### Cell sizes after repair, run 1

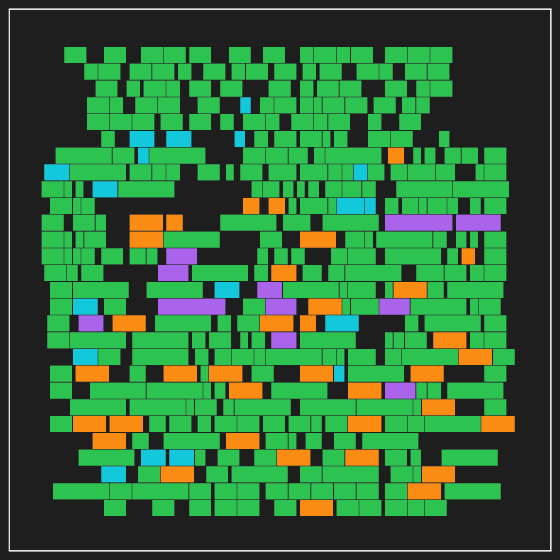
### Placement density heat map, run 1

Scale bar: 20 um. 9 x 9 tiles, from dark blue (low) to red (high), 0 to 100% covered.
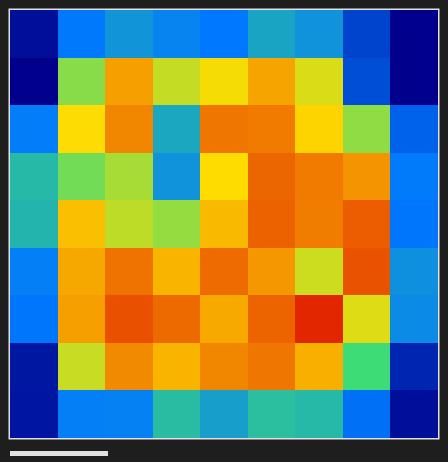
### Cell classes on the final placement, run 1

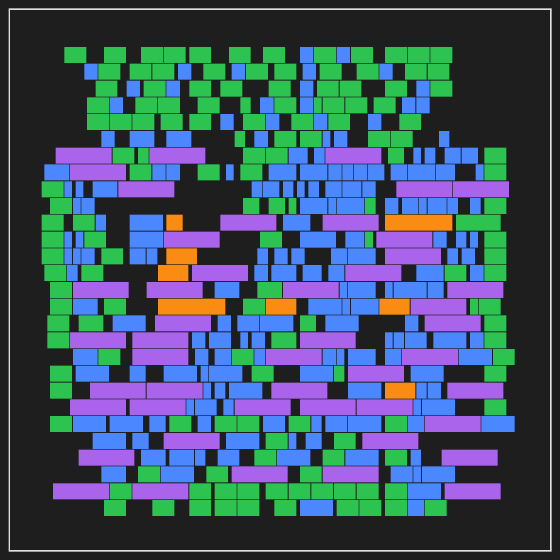
$ cat config.mk
export PLATFORM = sky130hd
export DESIGN_NAME = register_file_controller
export DESIGN_NICKNAME = d
export VERILOG_FILES = /design/src/rtl/register_file_controller.sv
export SDC_FILE = /design/constraint.sdc
export NUM_CORES = 1
export LEC_CHECK = 0
export CAP_MARGIN = 20
export CORE_MARGIN = 5
export CORE_UTILIZATION = 46
export CTS_BUF_LIST = sky130_fd_sc_hd__clkbuf_2 sky130_fd_sc_hd__clkbuf_4 sky130_fd_sc_hd__clkbuf_8
export DETAILED_ROUTE_END_ITERATION = 8
export GPL_TIMING_DRIVEN = 0
export PLACE_DENSITY = 0.95
export SLEW_MARGIN = 40
export SYNTH_ARGS = -nofsm -noshare
export SYNTH_HDL_FRONTEND = slang
export SYNTH_SLANG_ARGS = --single-unit
$ cat constraint.sdc
create_clock -name i_clk -period 2.6 [get_ports i_clk]
set_input_delay 0.26 -clock i_clk [delete_from_list [all_inputs] [get_ports i_clk]]
set_output_delay 0.26 -clock i_clk [all_outputs]
set_load 0.01 [all_outputs]
$ cat src/rtl/register_file_controller.sv
// Sequences CLEAR / LOAD32 / INCN / MOVE commands into register-file control strobes.
// Latency: CLEAR 3, LOAD32 6, INCN N+2, MOVE 4 cycles from acceptance to the next ready.
// Backpressure: o_cmd_ready is high only in IDLE with reset low; one command in flight.
module register_file_controller #(
    parameter int COUNT_W = 4
) (
    input  logic               i_clk,
    input  logic               i_rst,
    input  logic               i_cmd_valid,
    output logic               o_cmd_ready,
    input  logic [1:0]         i_cmd_op,
    input  logic [2:0]         i_cmd_dst,
    input  logic [2:0]         i_cmd_src,
    input  logic [31:0]        i_cmd_data,
    input  logic [COUNT_W-1:0] i_cmd_count,
    input  logic [31:0]        i_rf_out_a,
    output logic [31:0]        o_rf_i,
    output logic [2:0]         o_rf_fun_sel,
    output logic [3:0]         o_rf_reg_sel,
    output logic [3:0]         o_rf_scr_sel,
    output logic [2:0]         o_rf_out_a_sel,
    output logic               o_busy,
    output logic               o_done
);

    typedef enum logic [2:0] {
        S_IDLE,
        S_CLEAR,
        S_LOAD,
        S_INC,
        S_MOVE_RD,
        S_MOVE_WR,
        S_DONE
    } state_t;

    localparam logic [1:0] OP_CLEAR  = 2'b00;
    localparam logic [1:0] OP_LOAD32 = 2'b01;
    localparam logic [1:0] OP_INCN   = 2'b10;
    localparam logic [1:0] OP_MOVE   = 2'b11;

    localparam logic [2:0] FS_INC   = 3'b001;
    localparam logic [2:0] FS_LOAD  = 3'b010;
    localparam logic [2:0] FS_CLR   = 3'b011;
    localparam logic [2:0] FS_LDLO  = 3'b100;
    localparam logic [2:0] FS_SHLD  = 3'b110;

    state_t               r_state;
    state_t               w_next;
    logic [2:0]           r_dst;
    logic [31:0]          r_data;
    logic [COUNT_W-1:0]   r_cnt;
    logic [1:0]           r_byte;
    logic [2:0]           r_out_a_sel;

    logic                 w_accept;
    logic                 w_wr;
    logic [3:0]           w_dst_mask;

    assign o_cmd_ready    = (r_state == S_IDLE) && !i_rst;
    assign w_accept       = i_cmd_valid && o_cmd_ready;
    assign o_busy         = (r_state != S_IDLE);
    assign o_done         = (r_state == S_DONE);
    assign o_rf_out_a_sel = r_out_a_sel;

    // One-hot enable within the selected bank; R1/S1 sit at bit 3.
    assign w_dst_mask     = 4'b1000 >> r_dst[1:0];
    assign o_rf_reg_sel   = (w_wr && !r_dst[2]) ? w_dst_mask : 4'b0000;
    assign o_rf_scr_sel   = (w_wr &&  r_dst[2]) ? w_dst_mask : 4'b0000;

    // State register; reset forces IDLE immediately so all write enables drop at once.
    always_ff @(posedge i_clk or posedge i_rst) begin
        if (i_rst) begin
            r_state <= S_IDLE;
        end else begin
            r_state <= w_next;
        end
    end

    // Command fields are captured at acceptance so later input changes cannot disturb the op.
    always_ff @(posedge i_clk or posedge i_rst) begin
        if (i_rst) begin
            r_dst       <= 3'b000;
            r_data      <= 32'd0;
            r_cnt       <= '0;
            r_byte      <= 2'd0;
            r_out_a_sel <= 3'b000;
        end else begin
            if (w_accept) begin
                r_dst  <= i_cmd_dst;
                r_data <= i_cmd_data;
                r_cnt  <= i_cmd_count;
                r_byte <= 2'd0;
                // Read select only moves for MOVE and otherwise keeps its last value.
                if (i_cmd_op == OP_MOVE) begin
                    r_out_a_sel <= i_cmd_src;
                end
            end
            if (r_state == S_LOAD) begin
                r_byte <= r_byte + 2'd1;
            end
            // Count of 0 wraps through all ones, giving 2^COUNT_W increments.
            if (r_state == S_INC) begin
                r_cnt <= r_cnt - COUNT_W'(1);
            end
        end
    end

    // Next-state selection.
    always_comb begin
        w_next = r_state;
        case (r_state)
            S_IDLE: begin
                if (w_accept) begin
                    case (i_cmd_op)
                        OP_CLEAR:  w_next = S_CLEAR;
                        OP_LOAD32: w_next = S_LOAD;
                        OP_INCN:   w_next = S_INC;
                        default:   w_next = S_MOVE_RD;
                    endcase
                end
            end
            S_CLEAR:   w_next = S_DONE;
            S_LOAD:    w_next = (r_byte == 2'd3) ? S_DONE : S_LOAD;
            S_INC:     w_next = (r_cnt == COUNT_W'(1)) ? S_DONE : S_INC;
            S_MOVE_RD: w_next = S_MOVE_WR;
            S_MOVE_WR: w_next = S_DONE;
            S_DONE:    w_next = S_IDLE;
            default:   w_next = S_IDLE;
        endcase
    end

    // Register-file strobes per state; IDLE/DONE/MOVE_RD fall through to the no-write defaults.
    always_comb begin
        w_wr         = 1'b0;
        o_rf_fun_sel = FS_LOAD;
        o_rf_i       = 32'd0;
        case (r_state)
            S_CLEAR: begin
                o_rf_fun_sel = FS_CLR;
                w_wr         = 1'b1;
            end
            S_LOAD: begin
                // First byte clears the upper bits, later bytes shift in MSB-first.
                o_rf_fun_sel = (r_byte == 2'd0) ? FS_LDLO : FS_SHLD;
                w_wr         = 1'b1;
                case (r_byte)
                    2'd0:    o_rf_i = {24'd0, r_data[31:24]};
                    2'd1:    o_rf_i = {24'd0, r_data[23:16]};
                    2'd2:    o_rf_i = {24'd0, r_data[15:8]};
                    default: o_rf_i = {24'd0, r_data[7:0]};
                endcase
            end
            S_INC: begin
                o_rf_fun_sel = FS_INC;
                w_wr         = 1'b1;
            end
            S_MOVE_WR: begin
                // OutA was registered by the file during MOVE_RD; pass it straight through.
                o_rf_i = i_rf_out_a;
                w_wr   = 1'b1;
            end
            default: begin
            end
        endcase
    end

endmodule

==> flow_results.org, run 1 <==
* Implementation run

** Outcome
- Result of the run :: complete, no violations

** Clocking
- CTS saw 47 sinks.

** Final layout
- Number of combinational gates with multiple inputs :: 172
- Summing all flip-flop and latch instances after layout gives 1180 um2.
- For this run, the script counts the antenna cells in the layout as 0.
- At the end of the flow the core is filled with cells to 73.0%.
- Fill cells in the final layout number 427.
- Top Registers :: r_data: 32 flops, r_cnt: 4 flops
- Largest reg by FF count :: r_data

** Synthesis
- Biggest area contributors in the synthesized netlist :: sky130_fd_sc_hd__dfrtp_1, sky130_fd_sc_hd__mux2_4, sky130_fd_sc_hd__and3_1
- Synth top cells by count :: sky130_fd_sc_hd__dfrtp_1, sky130_fd_sc_hd__mux2_4, sky130_fd_sc_hd__and3_1
- Main kind of combinational logic by area :: multiplexers
- Synth Seq Share :: 42.5%
- By instance count, the leading cell after synthesis is sky130_fd_sc_hd__dfrtp_1.
- Per the synthesis report, the single largest cell type by area occupies 42.5% of cell area.

** Timing
- Unrepaired setup endpoints after global routing :: true
- Maximum achievable frequency :: 393 MHz

** Job
- The number of maximum-capacitance violations recorded for the run is 0.

** Setup path
- Looking at the reg2reg group, the worst path ends at r_data[11]$_DFFE_PP0P_.
- Highest net fanout along the worst path :: 10
- WP data arrival :: 2280 ps
- Slowest-stage cell, CP :: sky130_fd_sc_hd__clkdlybuf4s50_1

** Floorplanning
- During I/O placement, the number of pins put on the boundary was 128.
- According to the floorplan report, the die height is 87.5 um.

** Power
- Clock network fraction of total power :: 15.3%
- The analysis attributes to cell leakage a power of 1.97 nW.
- Power Density :: 964 nW/um2
- P_comb :: 0.00216 W

** Routing
- Detailed routing placed a total of 353 um of wire on met3.
- M1 wire length :: 3400 um
- Detailed router's first-iteration violation count :: 142
- Summed over all nets, wire length on met2 after detailed routing comes to 4300 um.
- For this run, design rule violations remaining after detail routing come to 0.

** Global route
- Overall routing resource usage :: 21.6%
- The total overflow left after global routing is 0.
- Grt peak-use layer :: met2
- GR Layer Usage met1 :: 26.7%
Back to the opening pictures, 'Cell sizes after repair':
Cyan stands for _2 cells, cells 18, share 4.7%, most used mux2_2. Purple stands for _6 and larger, cells 11, share 2.9%, most used clkbuf_8. Green stands for _0 and _1 cells, cells 315, share 83%, most used clkdlybuf4s50_1. Orange stands for _3 and _4 cells, cells 36, share 9.5%, most used mux2_4.

Back to the opening pictures, 'Placement density heat map':
The mean over all tiles is 55%. The emptiest ninth of the die: upper right. 3.7% of the tiles are nearly empty. The fullest tile reaches 96%. 40% of the tiles are over 75% full.

Back to the opening pictures, 'Cell classes on the final placement':
Orange stands for clock drivers and dummy loads, cells 8, share of their area 3.2%. Blue stands for combinational and other logic, cells 181, share of their area 36%. Green stands for other buffers and delay cells, cells 144, share of their area 33%. Purple stands for flops, cells 47, share of their area 28%.

### Wiring heat map, run 1

Scale bar: 20 um. 18 x 18 tiles, from dark blue (low) to red (high), scaled to the fullest tile. Values are wire area over tile area, all layers added.
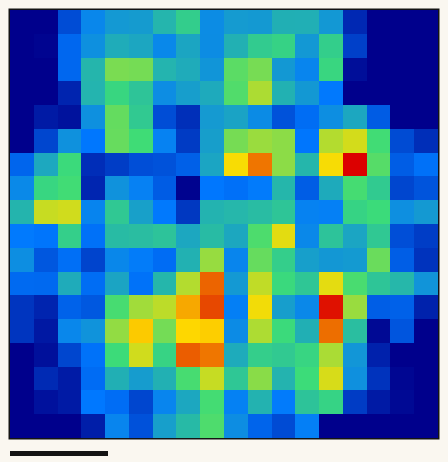

==> inputs of run 2 (changes only) <==
--- a/config.mk
+++ b/config.mk
@@ -7,2 +7,3 @@
 export LEC_CHECK = 0
+export ABC_AREA = 1
 export CAP_MARGIN = 20
==> constraint.sdc (replaced) <==
create_clock -name i_clk -period 2.6 [get_ports i_clk]
set_input_delay 0.52 -clock i_clk [delete_from_list [all_inputs] [get_ports i_clk]]
set_output_delay 0.52 -clock i_clk [all_outputs]
set_load 0.01 [all_outputs]
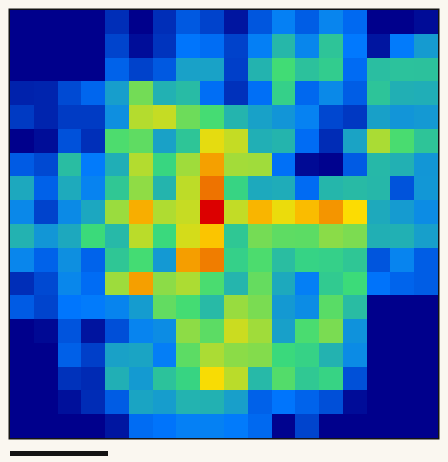
*Wiring heat map, run 2*
Scale bar: 20 um. 18 x 18 tiles, from dark blue (low) to red (high), scaled to the fullest tile. Values are wire area over tile area, all layers added.
The mean over all tiles is 0.19. 21% of the tiles are over half the peak. The fullest tile reaches 0.61. The densest ninth of the die: center. 16% of the tiles are nearly empty.

==> flow_results.org, run 2 <==
* Implementation run

** Setup path
- The worst setup path is launched from a flop.
- The arrival time of the worst setup path was 2040 ps (-240 ps).
- STA classifies the critical path endpoint as an output port.
- Per the timing report, the most critical flop-to-flop path finishes at r_cnt[2]$_DFFE_PP0P_.
- Highest net fanout along the worst path :: 10 (unchanged)
- Slowest-stage cell, CP :: sky130_fd_sc_hd__clkdlybuf4s50_1

** Final layout
- The number of inserted diodes came to 0 (unchanged).
- Comb/total area :: 30.4%
- Number of inserted filler cells in the final layout :: 409 (-4.2%)
- Final core area utilization :: 75.3% (+2.3 points)
- Sequential cell area in the final layout :: 1180 um2 (+0.43%)
- The number of logic gates was 282 (+64%).
- In the final layout, the registers with the most flip-flops are r_data: 32 flops, r_cnt: 4 flops.
- Largest reg by FF count :: r_data

** Global route
- The remaining global-route overflow came to 0 (unchanged).
- The met1 demand-to-capacity share in global routing came to 27.2% (+0.43 points).
- The number of antenna violations at the first check in global routing came to 0.
- Overall routing resource usage :: 22.4% (+0.82 points)
- Per the GRT log, the top usage layer is met2.

** Floorplanning
- For this floorplan the total number of well-tap instances is 75.
- Area of the chip :: 7700 um2
- Vertical extent of the die :: 87.8 um (+0.28%)

** Synthesis
- Synth top cells by count :: sky130_fd_sc_hd__nand2_1, sky130_fd_sc_hd__inv_1, sky130_fd_sc_hd__dfrtp_1, sky130_fd_sc_hd__nor2_1, sky130_fd_sc_hd__nand3_1
- Area share of the leading cell type in the synthesized netlist :: 42.3% (-0.27 points)
- The register area share after synthesis came to 42.3% (-0.27 points).
- Main kind of combinational logic by area :: simple AND/OR/NAND/NOR gates
- The synthesis report lists the most area-consuming cells as sky130_fd_sc_hd__dfrtp_1, sky130_fd_sc_hd__nand2_1, sky130_fd_sc_hd__inv_1.

** Clocking
- The number of sinks on the clock net is 47 (unchanged).
- For this design, the CTS-stage hold fixing added 0 buffers.

** Power
- Leakage power :: 2.32 nW (+18%)
- Clock network fraction of total power :: 12.2% (-3.1 points)
- The total power per unit cell area is 887 nW/um2 (-8.0%).
- P_comb :: 0.00212 W (-2%)

** Routing
- The iteration-0 DRC count of the detailed router is 325 (+130%).
- M1 wire length :: 3450 um (+1.4%)
- Detail Route met2 WL :: 4720 um (+9.8%)

** Timing
- The highest achievable clock rate was 390 MHz (-0.76%).

** Job
- The max capacitance violation total was 0 (unchanged).

** Outcome
- The flow ran to the end, and the final reports show no timing, DRC or antenna violations.
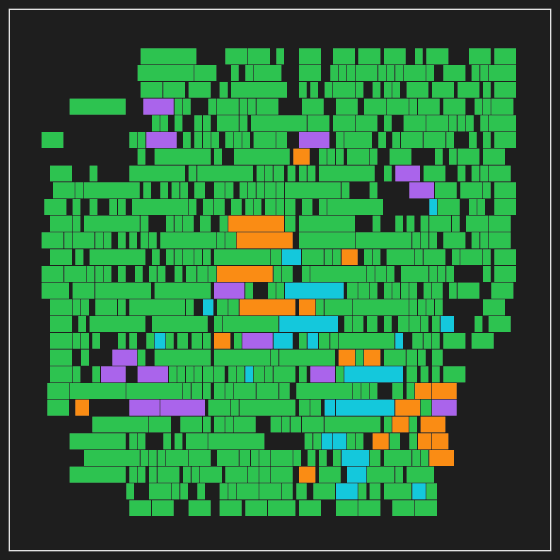
*Cell sizes after repair, run 2*
Green stands for _0 and _1 cells, cells 491, share 90%, most used nand2_1. Orange stands for _3 and _4 cells, cells 21, share 3.8%, most used buf_4. Purple stands for _6 and larger, cells 14, share 2.6%, most used clkbuf_8. Cyan stands for _2 cells, cells 20, share 3.7%, most used buf_2.

### Congestion heat map, run 2

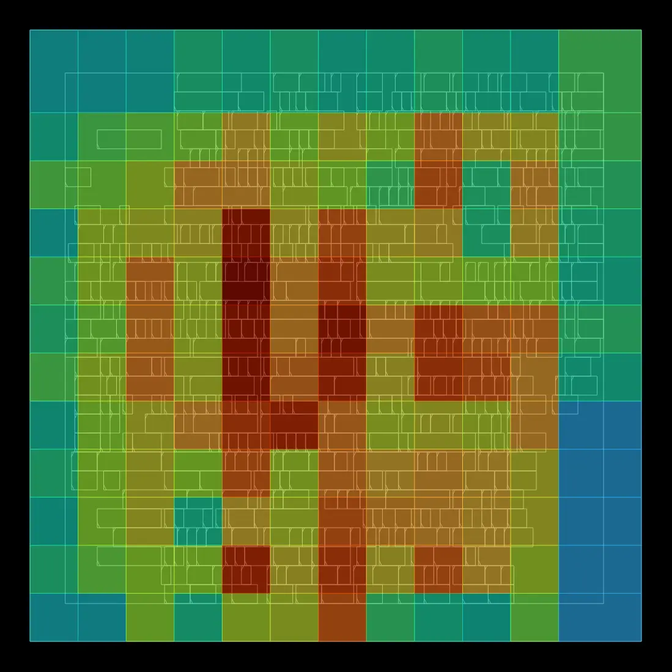

==> inputs of run 3 (changes only) <==
CORE_UTILIZATION = 35   (was 46)
PLACE_DENSITY = 0.81   (was 0.95)
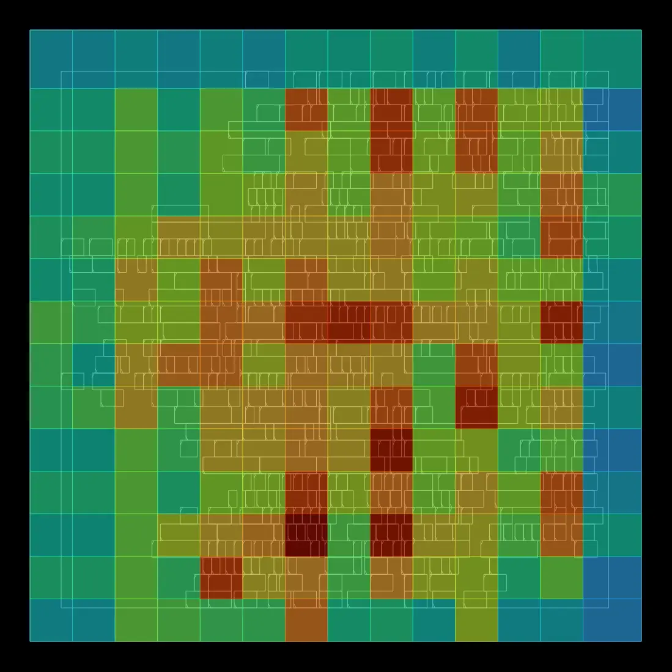
*Congestion heat map, run 3*
GR Layer Usage met1: 21.2%
routed len/inst: 13.3 um
met2 usage in global routing: 30.0%
overall routing resource usage: 17.1%
grt peak-use layer: met2

==> flow_results.org, run 3 <==
* Implementation run

** Final layout
- The largest registers in the layout are r_data: 32 flops, r_cnt: 4 flops.
- Inserted Diodes :: 0 (unchanged)
- Count of non-filler cells in the finished layout :: 649
- The number of logic gates came to 282 (unchanged).
- Counting flops per register, the top entry is r_data.
- The area of all sequential standard cells is 1180 um2 (unchanged).
- The number of fillers in the final layout is 703 (+72%).
- Comb/total area :: 29.8% (-0.66 points)
- Final core area utilization :: 57.9% (-17 points)
- Layout buffering overhead excluding clock cells :: 34.0%

** Setup path
- The maximum fanout encountered on the critical timing path was 10 (unchanged).
- The arrival time of the worst setup path was 1990 ps (-50 ps).
- Critical Path End Type :: output port
- For flop-to-flop paths, the worst setup slack is 1160 ps.
- Buffer and inverter count on the worst path :: 4
- The cell sequence reported for the critical path is inv_2 -> nand2_1 -> nor2_4 -> inv_2 -> buf_6 -> nor2_1 -> clkdlybuf4s50_1.
- For the worst reg-to-reg path, the endpoint reported by OpenROAD is r_cnt[3]$_DFFE_PP0P_.
- Startpoint types :: flop
- Slowest-stage cell, CP :: sky130_fd_sc_hd__clkdlybuf4s50_1

** Synthesis
- Synth Seq Share :: 42.3% (unchanged)
- Area of the mapped netlist :: 2780 um2
- Post-synth the commonest register cell is sky130_fd_sc_hd__dfrtp_1.
- Post-synth mux share :: 0%
- Area share of the leading cell type in the synthesized netlist :: 42.3% (unchanged)
- Among the non-sequential cells, simple AND/OR/NAND/NOR gates take the most area.
- Sorting the synthesized cells by area gives the leading types as sky130_fd_sc_hd__dfrtp_1, sky130_fd_sc_hd__nand2_1, sky130_fd_sc_hd__inv_1.
- After synthesis, the mean cell area works out to 6.87 um2.
- Of the total synthesized cell area, the portion taken by full adders, half adders and majority gates is 4.95%.
- Synth top cells by count :: sky130_fd_sc_hd__nand2_1, sky130_fd_sc_hd__inv_1, sky130_fd_sc_hd__dfrtp_1, sky130_fd_sc_hd__nor2_1, sky130_fd_sc_hd__nand3_1

** Outcome
- Result of the run :: complete, no violations

** Placement
- Post-placement worst setup slack :: -26.1 ps
- Including well taps, the total number of placed cells is 635.
- Placer Congestion :: 0.914

** Routing
- Detailed router's first-iteration violation count :: 102 (-69%)
- The post-route met1 wirelength came to 3540 um (+2.7%).
- The detailed router used layers up to and including met4.
- Vias :: 2979
- Detail Route met2 WL :: 4330 um (-8.3%)

** Power
- The completed layout was analyzed and its total power is 0.00374 W.
- The total power per unit cell area came to 837 nW/um2 (-5.7%).
- In this run, power in flip-flops and latches comes to 0.00132 W.
- The combinational group power came to 0.00200 W (-6%).
- Leakage power :: 2.41 nW (+3.7%)
- The power share of the clock group is 11.4% (-0.8 points).

** Floorplanning
- The die area was 9830 um2 (+28%).
- The number of tap instances came to 102 (+36%).
- According to the floorplan report, the die width is 99.2 um.
- The y dimension of the die is 99.2 um (+13%).

** Clocking
- Post-CTS repair changed the size of 9 cells.
- Level count of the clock H-tree :: 2
- Clock sink count :: 47 (unchanged)
- The hold-fix buffer count after cts was 0 (unchanged).
- At the later pin of the worst-skew pair, clock insertion delay measures 300 ps.

** Timing
- The highest achievable clock rate was 399 MHz (+2.3%).
- Number of pins exceeding their max-slew limit in the final report :: 0
- Tightest hold margin :: 439 ps

** Global route
- The number of antenna violations at the first check in global routing came to 0 (unchanged).
- Wire length of the first global-routing pass :: 13700 um
- GRT Residual Overflow :: 0 (unchanged)

** Job
- The max capacitance violation total was 0 (unchanged).
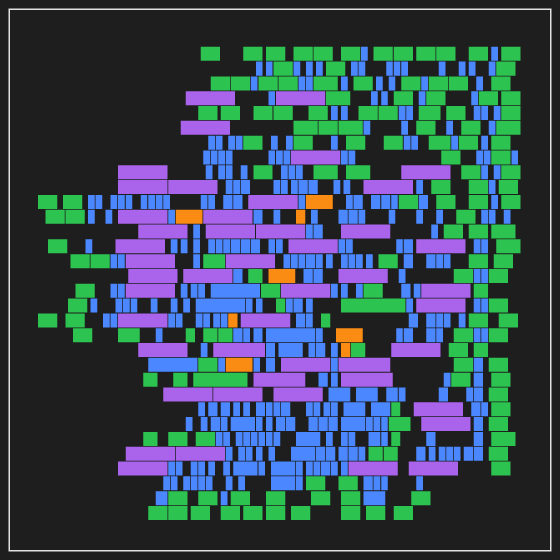
*Cell classes on the final placement, run 3*
Orange stands for clock drivers and dummy loads, cells 8, share of their area 1.9%. Blue stands for combinational and other logic, cells 342, share of their area 36%. Purple stands for flops, cells 47, share of their area 27%. Green stands for other buffers and delay cells, cells 150, share of their area 35%.

Power is estimated from default activity; no workload was simulated.
